==> config.mk <==
export PLATFORM = sky130hd
export DESIGN_NAME = msk_cst_stream_flat
export DESIGN_NICKNAME = d
export VERILOG_FILES = /design/src/rtl/msk_cst_stream_if.sv /design/src/rtl/msk_cst_stream.sv /design/src/flat_wrapper.sv
export SDC_FILE = /design/constraint.sdc
export NUM_CORES = 1
export LEC_CHECK = 0
export CAP_MARGIN = 20
export CORE_MARGIN = 1.5
export CORE_UTILIZATION = 55
export DETAILED_ROUTE_END_ITERATION = 8
export PLACE_DENSITY = 0.87
export SLEW_MARGIN = 20
export SYNTH_ARGS = -nofsm -noshare
export SYNTH_HDL_FRONTEND = slang
export SYNTH_SLANG_ARGS = --single-unit
==> constraint.sdc <==
create_clock -name clk -period 4.8 [get_ports clk]
set_input_delay 0.48 -clock clk [delete_from_list [all_inputs] [get_ports clk]]
set_output_delay 0.48 -clock clk [all_outputs]
set_load 0.05 [all_outputs]
==> src/rtl/msk_cst_stream_if.sv <==
// Handshake bundle for msk_cst_stream: public-word input, randomness input,
// masked-share output and fill level.
interface msk_cst_stream_if #(
  parameter int d     = 2,
  parameter int count = 8,
  parameter int depth = 4
);
  logic [count-1:0]         in_cst;
  logic                     in_valid;
  logic                     in_ready;
  logic [count*(d-1)-1:0]   rnd;
  logic                     rnd_valid;
  logic                     rnd_ready;
  logic [count*d-1:0]       out_sh;
  logic                     out_valid;
  logic                     out_ready;
  logic [$clog2(depth):0]   level;

  modport master (
    output in_cst, in_valid, rnd, rnd_valid, out_ready,
    input  in_ready, rnd_ready, out_sh, out_valid, level
  );

  modport slave (
    input  in_cst, in_valid, rnd, rnd_valid, out_ready,
    output in_ready, rnd_ready, out_sh, out_valid, level
  );
endinterface

==> src/rtl/msk_cst_stream.sv <==
// FIFO storing a d-share Boolean masking of each pushed public word.
// Define MSK_CST_REFRESH_EN to mask with fresh randomness instead of zero shares.
module msk_cst_stream #(
  parameter int d     = 2,
  parameter int count = 8,
  parameter int depth = 4
) (
  input  logic               clk,
  input  logic               rst,
  msk_cst_stream_if.slave    bus
);
  localparam int PW = $clog2(depth);
  localparam int LW = PW + 1;
  localparam int SW = count * d;
  localparam logic [LW-1:0] LVL_FULL = LW'(depth);

  logic [SW-1:0] r_mem [depth];
  logic [PW-1:0] r_wptr;
  logic [PW-1:0] r_rptr;
  logic [LW-1:0] r_level;

  logic [SW-1:0] w_enc;
  logic          w_rnd_ok;
  logic          w_in_ready;
  logic          w_push;
  logic          w_pop;
  logic          w_out_valid;

`ifdef MSK_CST_REFRESH_EN
  assign w_rnd_ok = bus.rnd_valid;

  // share0 absorbs the XOR of the masks so the sharing still recombines to in_cst
  always_comb begin
    w_enc = '0;
    for (int i = 0; i < count; i++) begin
      w_enc[i*d]           = bus.in_cst[i] ^ (^bus.rnd[i*(d-1) +: d-1]);
      w_enc[i*d+1 +: d-1]  = bus.rnd[i*(d-1) +: d-1];
    end
  end

  assign bus.rnd_ready = w_push;
`else
  logic w_unused;
  assign w_unused = ^{bus.rnd, bus.rnd_valid};
  assign w_rnd_ok = 1'b1;

  always_comb begin
    w_enc = '0;
    for (int i = 0; i < count; i++) begin
      w_enc[i*d] = bus.in_cst[i];
    end
  end

  assign bus.rnd_ready = 1'b0;
`endif

  // in_ready deliberately ignores out_ready: a full FIFO never accepts on a pop cycle
  assign w_in_ready  = !rst && (r_level < LVL_FULL) && w_rnd_ok;
  assign w_out_valid = (r_level != '0);
  assign w_push      = bus.in_valid && w_in_ready;
  assign w_pop       = w_out_valid && bus.out_ready;

  always_ff @(posedge clk or posedge rst) begin
    if (rst) begin
      r_wptr  <= '0;
      r_rptr  <= '0;
      r_level <= '0;
      for (int k = 0; k < depth; k++) begin
        r_mem[k] <= '0;
      end
    end else begin
      if (w_push) begin
        r_mem[r_wptr] <= w_enc;
        r_wptr        <= r_wptr + PW'(1);
      end
      if (w_pop) begin
        r_rptr <= r_rptr + PW'(1);
      end
      if (w_push && !w_pop) begin
        r_level <= r_level + LW'(1);
      end else if (!w_push && w_pop) begin
        r_level <= r_level - LW'(1);
      end
    end
  end

  assign bus.in_ready  = w_in_ready;
  assign bus.out_valid = w_out_valid;
  assign bus.out_sh    = w_out_valid ? r_mem[r_rptr] : '0;
  assign bus.level     = r_level;
endmodule

==> src/flat_wrapper.sv <==
// flat-port wrapper written by rule: the top's interface ports become plain ports
module msk_cst_stream_flat 
#(
  parameter int d     = 2,
  parameter int count = 8,
  parameter int depth = 4
)
  (clk, rst, bus_in_cst, bus_in_valid, bus_rnd, bus_rnd_valid, bus_out_ready, bus_in_ready, bus_rnd_ready, bus_out_sh, bus_out_valid, bus_level);
  msk_cst_stream_if #(.d(d), .count(count), .depth(depth)) bus_i ();
  input  logic clk;
  input  logic rst;
  input wire logic [$bits(bus_i.in_cst)-1:0] bus_in_cst;
  input wire logic [$bits(bus_i.in_valid)-1:0] bus_in_valid;
  input wire logic [$bits(bus_i.rnd)-1:0] bus_rnd;
  input wire logic [$bits(bus_i.rnd_valid)-1:0] bus_rnd_valid;
  input wire logic [$bits(bus_i.out_ready)-1:0] bus_out_ready;
  output wire logic [$bits(bus_i.in_ready)-1:0] bus_in_ready;
  output wire logic [$bits(bus_i.rnd_ready)-1:0] bus_rnd_ready;
  output wire logic [$bits(bus_i.out_sh)-1:0] bus_out_sh;
  output wire logic [$bits(bus_i.out_valid)-1:0] bus_out_valid;
  output wire logic [$bits(bus_i.level)-1:0] bus_level;
  assign bus_i.in_cst = bus_in_cst;
  assign bus_i.in_valid = bus_in_valid;
  assign bus_i.rnd = bus_rnd;
  assign bus_i.rnd_valid = bus_rnd_valid;
  assign bus_i.out_ready = bus_out_ready;
  assign bus_in_ready = bus_i.in_ready;
  assign bus_rnd_ready = bus_i.rnd_ready;
  assign bus_out_sh = bus_i.out_sh;
  assign bus_out_valid = bus_i.out_valid;
  assign bus_level = bus_i.level;
  msk_cst_stream #(.d(d), .count(count), .depth(depth)) u_core (.clk(clk), .rst(rst), .bus(bus_i));
endmodule
==> job_summary.md <==
## Implementation flow summary

| Metric | Value |
|---|---|
| Status | `completed` |
| Post-route DRC violation count | `0` |
| Mux area share | `32.5%` |
| Max FFs per register | `32` |
| Yosys xor share | `2.50%` |
| Actual transition at the worst max-transition pin | `592 ps` |
| Chip area | `4200 um2` |
| Io pins | `43` |
| Hold path depth | `1` |
| Worst hold-check path type | `reg -> reg` |
| Routing usage on met2 | `32.0%` |
| GP Congestion | `0.699` |
| Yosys warns | `0` |
| Crit Reg-Reg Startpoint | `u_core.bus.level[2]` |
| Basic Gates by Area | `6.61%` |
| Fin cells | `206` |
| Largest Register | `u_core.r_mem` |
| DR WL/cell | `17.3 um` |
| Late-Pin Clk Latency | `300 ps` |
| CP Launch Point | `u_core.r_rptr[0]` |
| Met3 wire length | `141 um` |
| Logic pwr share | `52.0%` |
| Placed Cells | `198` |
| Clock Tree Buf Depth | `2` |
| Max Clk Rate | `0.341 GHz` |
| H-tree levels | `2` |
| CTS clk-pin slew, worst paths | `80 ps` |
| Max stage delay cell, worst path | `dfrtp_1` |
| Clock buf count | `6` |
| Die x size | `64.8 um` |
| CTS resizes | `0` |
| Drt total wl | `3560 um` |
| Seq_cells | `39` |
| Count of final setup violators | `0` |
| Critical Path AT | `2450 ps` |
| Worst VDD drop | `490 uV` |
| Slew HR | `60.5%` |
| Synth Seq Share | `46.4%` |
| Combinational gates | `81` |
| Post-DP Area | `2290 um2` |
| CP Capture Type | `output pin` |
| Clock Root Buffer | `clkbuf_8` |
| Async S/R FF share, synth | `100%` |
| Worst EP required | `4320 ps` |
| Crit. path cell count | `3` |
| RSZ-0062 raised after global routing | `no` |
| Crit path max fanout | `10` |
| CTS sink count | `39` |
| Fraction of area in registers | `40.2%` |
| Layout cells sized above 1 | `36.1%` |
| Clock tree from TritonCTS | `built` |
| Top-count cell post-synth | `dfrtp_1` |
| Cycle use final | `61.1%` |
| Yosys cell count | `133` |
| Avg Cell Area, Syn | `15.8 um2` |
| TAP cells | `48` |
| Sequential power share | `31.9%` |
| Count of non-CTS buffers in the layout | `25` |
| M1 GR Usage | `25.4%` |
| Largest net degree at the start of global routing | `40` |
| Max_cap viols | `0` |
| Non-clk invs | `5` |
| Core Area | `3660 um2` |
| Final antenna-violating net count | `0` |
| Total Power | `1.99 mW` |
| Synth flops | `39` |
| # rows | `22` |
| Most common reg cell | `dfrtp_1` |
| Cell taking the most area after synthesis | `dfrtp_1` |
| Largest delay share family, worst path | `flip-flops` |
| CP endpoint | `bus_out_sh[14]` |
-- cell usage in the layout (no fill, tap or decap) --
master	instances
ha_1	5
and3_4	4
mux2_4	32
buf_4	1
mux2_2	2
or3_4	1
clkdlybuf4s50_1	24
fa_1	1
xnor2_1	4
inv_1	5
nor2_4	1
nor2_1	1
xor2_1	2
and2_1	8
nand3_2	1
clkbuf_1	1
clkbuf_8	5
nand2_1	2
bufinv_16	2
mux4_2	8
dfrtp_1	39
conb_1	9
-- power groups by stage --
stage / clock network [mW] / registers [mW] / logic (mW)
2_1_floorplan: 0 / 0.615 / 0.822
3_3_place_gp: 0 / 0.626 / 1.02
3_5_place_dp: 0 / 0.642 / 1.04
4_1_cts: 0.330 / 0.637 / 1.04
5_1_grt: 0.342 / 0.660 / 1.10
6_report: 0.321 / 0.634 / 1.03
Signal metal coverage by tile:
Scale: 4 px per um. The die is cut into 13 by 13 equal tiles; dark purple is low, yellow is high, scaled to the fullest tile. Values are wire area over tile area, all layers added.
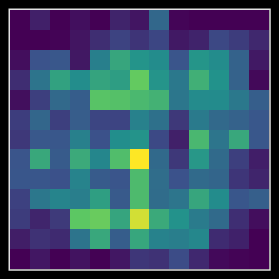
emptiest ninth of the die = top left
nearly empty tiles = 10%
mean over tiles = 0.13
fullest tile = 0.43

Routed metal, one color a layer:
Scale: 6 px per um. Two of the layers only.
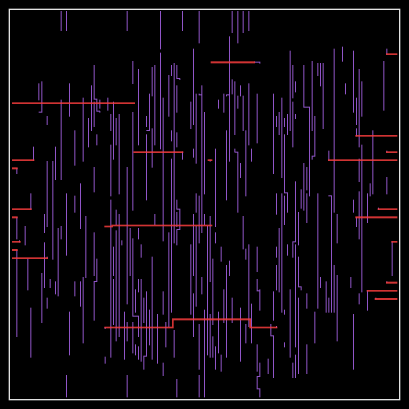
metal 3 -> red  # wire length 142 um
metal 2 -> purple  # wire length 1770 um

Power figures rest on the tool's default switching activity, not on a simulated workload.
